### Clock distribution

The bar under the picture is 20 µm long.
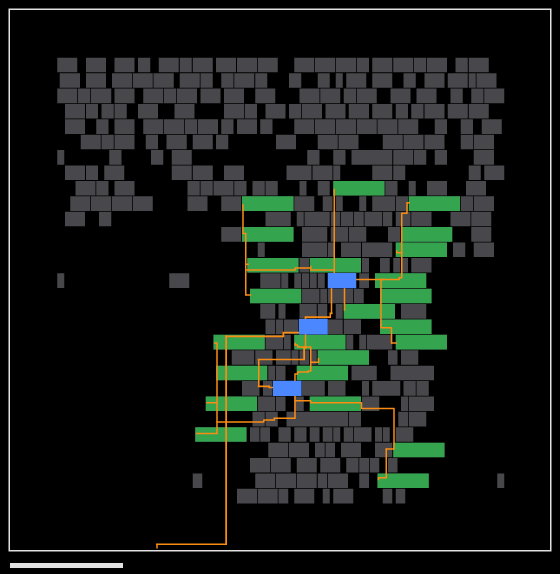
### Gate families picked out

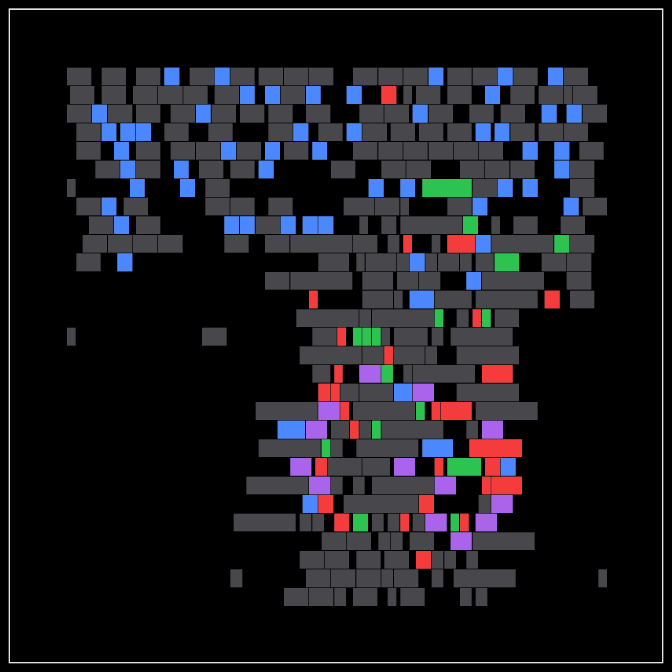
### Sequential cells grouped by signal name

The bar under the picture is 20 µm long. Other sequential cells in the stronger gray, the rest of the logic in the fainter gray.
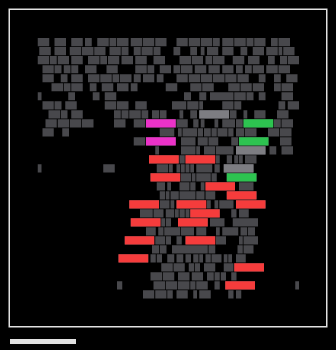
[config.mk]
export PLATFORM = sky130hd
export DESIGN_NAME = dsp_mac_sequencer
export DESIGN_NICKNAME = d
export VERILOG_FILES = /design/src/rtl/dsp_mac_sequencer.sv
export SDC_FILE = /design/constraint.sdc
export NUM_CORES = 1
export LEC_CHECK = 0
export CAP_MARGIN = 20
export CORE_MARGIN = 8
export CORE_UTILIZATION = 33
export DETAILED_ROUTE_END_ITERATION = 10
export PLACE_DENSITY = 0.85
export SETUP_SLACK_MARGIN = 0.15
export SLEW_MARGIN = 20
export SYNTH_ARGS = -nofsm -noshare
export SYNTH_HDL_FRONTEND = slang
export SYNTH_SLANG_ARGS = --single-unit
[constraint.sdc]
create_clock -name CLK -period 6.2 [get_ports CLK]
set_clock_uncertainty 0.2 [all_clocks]
set_input_delay 1.24 -clock CLK [delete_from_list [all_inputs] [get_ports CLK]]
set_output_delay 1.24 -clock CLK [all_outputs]
set_load 0.05 [all_outputs]
[src/rtl/dsp_mac_sequencer.sv]
// dsp_mac_sequencer
//   Runs one DSP48A1 slice (A1REG=B1REG=MREG=PREG=OPMODEREG=1, CEA/CEB/CEM/
//   CEOPMODE tied high, slice resets tied low) as a signed dot-product engine.
//   Operand pairs stream in over IN_VALID/IN_READY; a 3-stage slot shift
//   register places OPMODE one cycle after each accept and CEP two cycles
//   after it, so the slice pipeline is stepped exactly once per pair.
//
// Ports
//   CLK, RST_N            clock, asynchronous active-low reset
//   START, START_READY    vector start handshake (START_READY high in IDLE)
//   LEN                   vector length, sampled when START is accepted
//   ABORT                 cancels a vector in RUN, DRAIN or DONE
//   IN_VALID, IN_READY    operand pair handshake
//   IN_A, IN_B            signed operands
//   RES_VALID, RES_READY  result handshake
//   RES_DATA              accumulated dot product (held while RES_VALID)
//   BUSY                  high whenever the sequencer is not idle
//   DSP_A, DSP_B          operands straight to slice A/B
//   DSP_OPMODE, DSP_CEP   slice control
//   DSP_P                 slice accumulator output
module dsp_mac_sequencer #(
   parameter int unsigned LW      = 16,
   parameter int unsigned WIDTH_2 = 18,
   parameter int unsigned WIDTH_4 = 48
) (
   input  logic               CLK,
   input  logic               RST_N,
   input  logic               START,
   output logic               START_READY,
   input  logic [LW-1:0]      LEN,
   input  logic               ABORT,
   input  logic               IN_VALID,
   output logic               IN_READY,
   input  logic [WIDTH_2-1:0] IN_A,
   input  logic [WIDTH_2-1:0] IN_B,
   output logic               RES_VALID,
   input  logic               RES_READY,
   output logic [WIDTH_4-1:0] RES_DATA,
   output logic               BUSY,
   output logic [WIDTH_2-1:0] DSP_A,
   output logic [WIDTH_2-1:0] DSP_B,
   output logic [7:0]         DSP_OPMODE,
   output logic               DSP_CEP,
   input  logic [WIDTH_4-1:0] DSP_P
);

   localparam int unsigned NSTG = 3;

   // X=M, Z=0 starts a new sum; X=M, Z=P accumulates; all-zero is a bubble
   localparam logic [7:0] OPM_BUBBLE = 8'h00;
   localparam logic [7:0] OPM_FIRST  = 8'h01;
   localparam logic [7:0] OPM_ACC    = 8'h09;

   typedef enum logic [1:0] {
      S_IDLE  = 2'd0,
      S_RUN   = 2'd1,
      S_DRAIN = 2'd2,
      S_DONE  = 2'd3
   } state_e;

   state_e            state_q, state_d;
   logic [LW-1:0]     cnt_q, cnt_d;
   logic              zero_q, zero_d;
   logic              first_pend_q, first_pend_d;
   logic [NSTG-1:0]   vld_q, vld_d;
   logic              first1_q, first1_d;
   logic              accept;

   // Operands go straight to the slice; its A1/B1 registers do the capture
   assign DSP_A = IN_A;
   assign DSP_B = IN_B;

   // A pair offered alongside ABORT is refused
   assign IN_READY = (state_q == S_RUN) && !ABORT;
   assign accept   = IN_VALID && IN_READY;

   assign START_READY = (state_q == S_IDLE);
   assign RES_VALID   = (state_q == S_DONE);

   // Stage 3 only holds a slot outside IDLE; folding it in keeps BUSY true
   // for as long as any slot is still in flight
   assign BUSY = (state_q != S_IDLE) || vld_q[NSTG-1];

   // Stage 1 selects OPMODE (registered by the slice), stage 2 enables P
   assign DSP_OPMODE = vld_q[0] ? (first1_q ? OPM_FIRST : OPM_ACC) : OPM_BUBBLE;
   assign DSP_CEP    = vld_q[1];

   // P is untouched in DONE (no slot left to raise CEP), so this is stable
   assign RES_DATA = ((state_q == S_DONE) && !zero_q) ? DSP_P : '0;

   // Next-state, counter, flag and slot shift logic
   always_comb begin
      state_d      = state_q;
      cnt_d        = cnt_q;
      zero_d       = zero_q;
      first_pend_d = first_pend_q;
      vld_d        = {vld_q[NSTG-2:0], 1'b0};
      first1_d     = 1'b0;

      if (accept) begin
         vld_d[0]     = 1'b1;
         first1_d     = first_pend_q;
         first_pend_d = 1'b0;
         cnt_d        = cnt_q - LW'(1);
      end

      case (state_q)
         S_IDLE: begin
            if (START) begin
               if (LEN == '0) begin
                  zero_d  = 1'b1;
                  state_d = S_DONE;
               end else begin
                  cnt_d        = LEN;
                  first_pend_d = 1'b1;
                  state_d      = S_RUN;
               end
            end
         end
         S_RUN: begin
            if (accept && (cnt_q == LW'(1))) begin
               state_d = S_DRAIN;
            end
         end
         S_DRAIN: begin
            // Last slot is in stage 2 with nothing behind it: P lands this edge
            if (!vld_q[0]) begin
               state_d = S_DONE;
            end
         end
         S_DONE: begin
            if (RES_READY) begin
               zero_d  = 1'b0;
               state_d = S_IDLE;
            end
         end
         default: begin
            state_d = S_IDLE;
         end
      endcase

      // Abort wins over everything, including RES_READY
      if (ABORT && (state_q != S_IDLE)) begin
         state_d      = S_IDLE;
         cnt_d        = '0;
         zero_d       = 1'b0;
         first_pend_d = 1'b0;
         vld_d        = '0;
         first1_d     = 1'b0;
      end
   end

   // State and control registers
   always_ff @(posedge CLK or negedge RST_N) begin
      if (!RST_N) begin
         state_q      <= S_IDLE;
         cnt_q        <= '0;
         zero_q       <= 1'b0;
         first_pend_q <= 1'b0;
         vld_q        <= '0;
         first1_q     <= 1'b0;
      end else begin
         state_q      <= state_d;
         cnt_q        <= cnt_d;
         zero_q       <= zero_d;
         first_pend_q <= first_pend_d;
         vld_q        <= vld_d;
         first1_q     <= first1_d;
      end
   end

endmodule

==> notes.md <==
run results: Post-synth ARST share=1.00, fill cell count=roughly 560, leakage power total=roughly 1.3 nW, cell total in the yosys stat output=247, R2R Path Start=state_q[1], Post-Synth AOI/OAI Area=0.117, setup slack after layout=approximately 2 ns, Worst path slowest cell=clkdlybuf4s50_1, Post-Syn Instances=247, status=completed, met3 Use GR=0.0661, XORs/XNORs by Area=0.0547, Netlist cell types=39, root buffer cell=clkbuf_8, initial antenna violation count=0, Top non-seq family=simple AND/OR/NAND/NOR gates, Hold Slack=between 0.2 and 0.3 ns, initial DRC count=106, vias in the first global route=between 2,000 and 2,500, yosys adder share=0.0361, CTS clk-pin slew, worst paths=about 0.080 ns, hold path startpoint=first_pend_q, GRT Total Usage=0.153, DP Worst Slack=2.00 ns, number of flops mapped to enable cells by yosys=0, register bit count reported by yosys=24, DRT Pass-1 Iters=4, Pwr Total=around 1.2 mW, Net Switching=approximately 600 µW, max-cap violations=0, antenna viol nets, final=0, worst-path cell chain=clkdlybuf4s50_1 > nor2b_1 > clkdlybuf4s50_1, syn_area_per_cell=8.42 µm², first-pass GRT wire length=between 10,000 and 15,000 µm, most used flip-flop cell=dfrtp_1, Final min period=4.20 ns, setup_tns=0 ns, fin nets=approximately 440, layout cells sized above 1=0.0488, sequential share of power=0.229, sw frac=0.500, Critical Path Max Stage Delay=about 0.84 ns
Notes on 'Clock distribution' above:
Key: flip-flops = green [count 24]; clock wires = orange [length 292 µm]; cells driving clock nets = blue [count 3]
There are 4 routed clock nets.
Clk pwr share: 0.114
clock-net power: 136 µW

Notes on 'Gate families picked out' above:
Key: AND and OR gates = blue [cells 57]; NAND gates = green [cells 16]; NOR gates = red [cells 28]; XOR/XNOR gates = purple [cells 13]
Comb/total area: 0.356
most frequent logic cell in the layout: clkdlybuf4s50_1
Post-Layout Cell Count: 405

Notes on 'Sequential cells grouped by signal name' above:
Key: `state_q` = magenta [sequential cells 2]; `vld_q` = green [sequential cells 3]; `cnt_q` = red [sequential cells 16]
Core Util, Final: 0.506
Flop area: 601 µm²
Seq. pwr: 273 µW

[critical path, delay by kind of cell]
kind                   cells  cell delay (ns)
buffers and inverters      2             1.35
AND/OR/NAND/NOR            1             0.17
[final cells by class]
type,count,area share
flip-flops and latches,24,0.190
clock inverters,1,0.00950
clock buffers,3,0.0131
well taps,77,0.0305
inverters,8,0.00950
multi-input cells,168,0.356
repair buffers,124,0.391
[routing by layer]
| layer | vias to the layer above | part of all wire |
|---|---|---|
| met5 | - | 0 |
| met4 | 0 | 0.017 |
| li1 | 930 | - |
| met1 | 913 | 0.36 |
| met3 | 12 | 0.10 |
| met2 | 87 | 0.52 |
[synth_stat cells (3+ instances only)]
library cell,number,area [µm²]
xor2_1,6,52.6
nand2_1,9,33.8
and2_1,51,319
nor4_2,3,37.5
a21oi_1,14,70.1
xnor2_1,7,61.3
dfrtp_1,24,601
clkbuf_1,9,33.8
a211oi_1,3,22.5
nor4_1,5,31.3
nor2_1,15,56.3
o21ai_0,15,75.1
ha_1,6,75.1
inv_1,7,26.3
buf_4,43,323
[sequential cells by signal, summed over array words and instances (netlist names)]
signal        count
cnt_q            16
first_pend_q      1
zero_q            1
vld_q             3
state_q           2
first1_q          1
[cells by family (layout without fill, tap and decap cells)]
family	count (synthesis)	after routing
AND-OR/OR-AND	40	40
flip-flops	24	24
adder cells (fa/ha/maj)	6	6
multiplexers	2	2
AND/OR/NAND/NOR	101	101
buffers and inverters	60	136
XOR/XNOR	13	13
other	1	6
[path summary, 6_finish.rpt]
check,to,slack [ns],cells after the start
worst max register to register,cnt_q[14],3.74,8
worst min-delay path,first1_q,0.30,2
max in group asynchronous,cnt_q[14],4.68,1
worst min register to register,first1_q,0.30,2
min in group asynchronous,cnt_q[11],0.75,1
worst max-delay path,IN_READY,2.00,3
Power figures rest on the tool's default switching activity, not on a simulated workload.
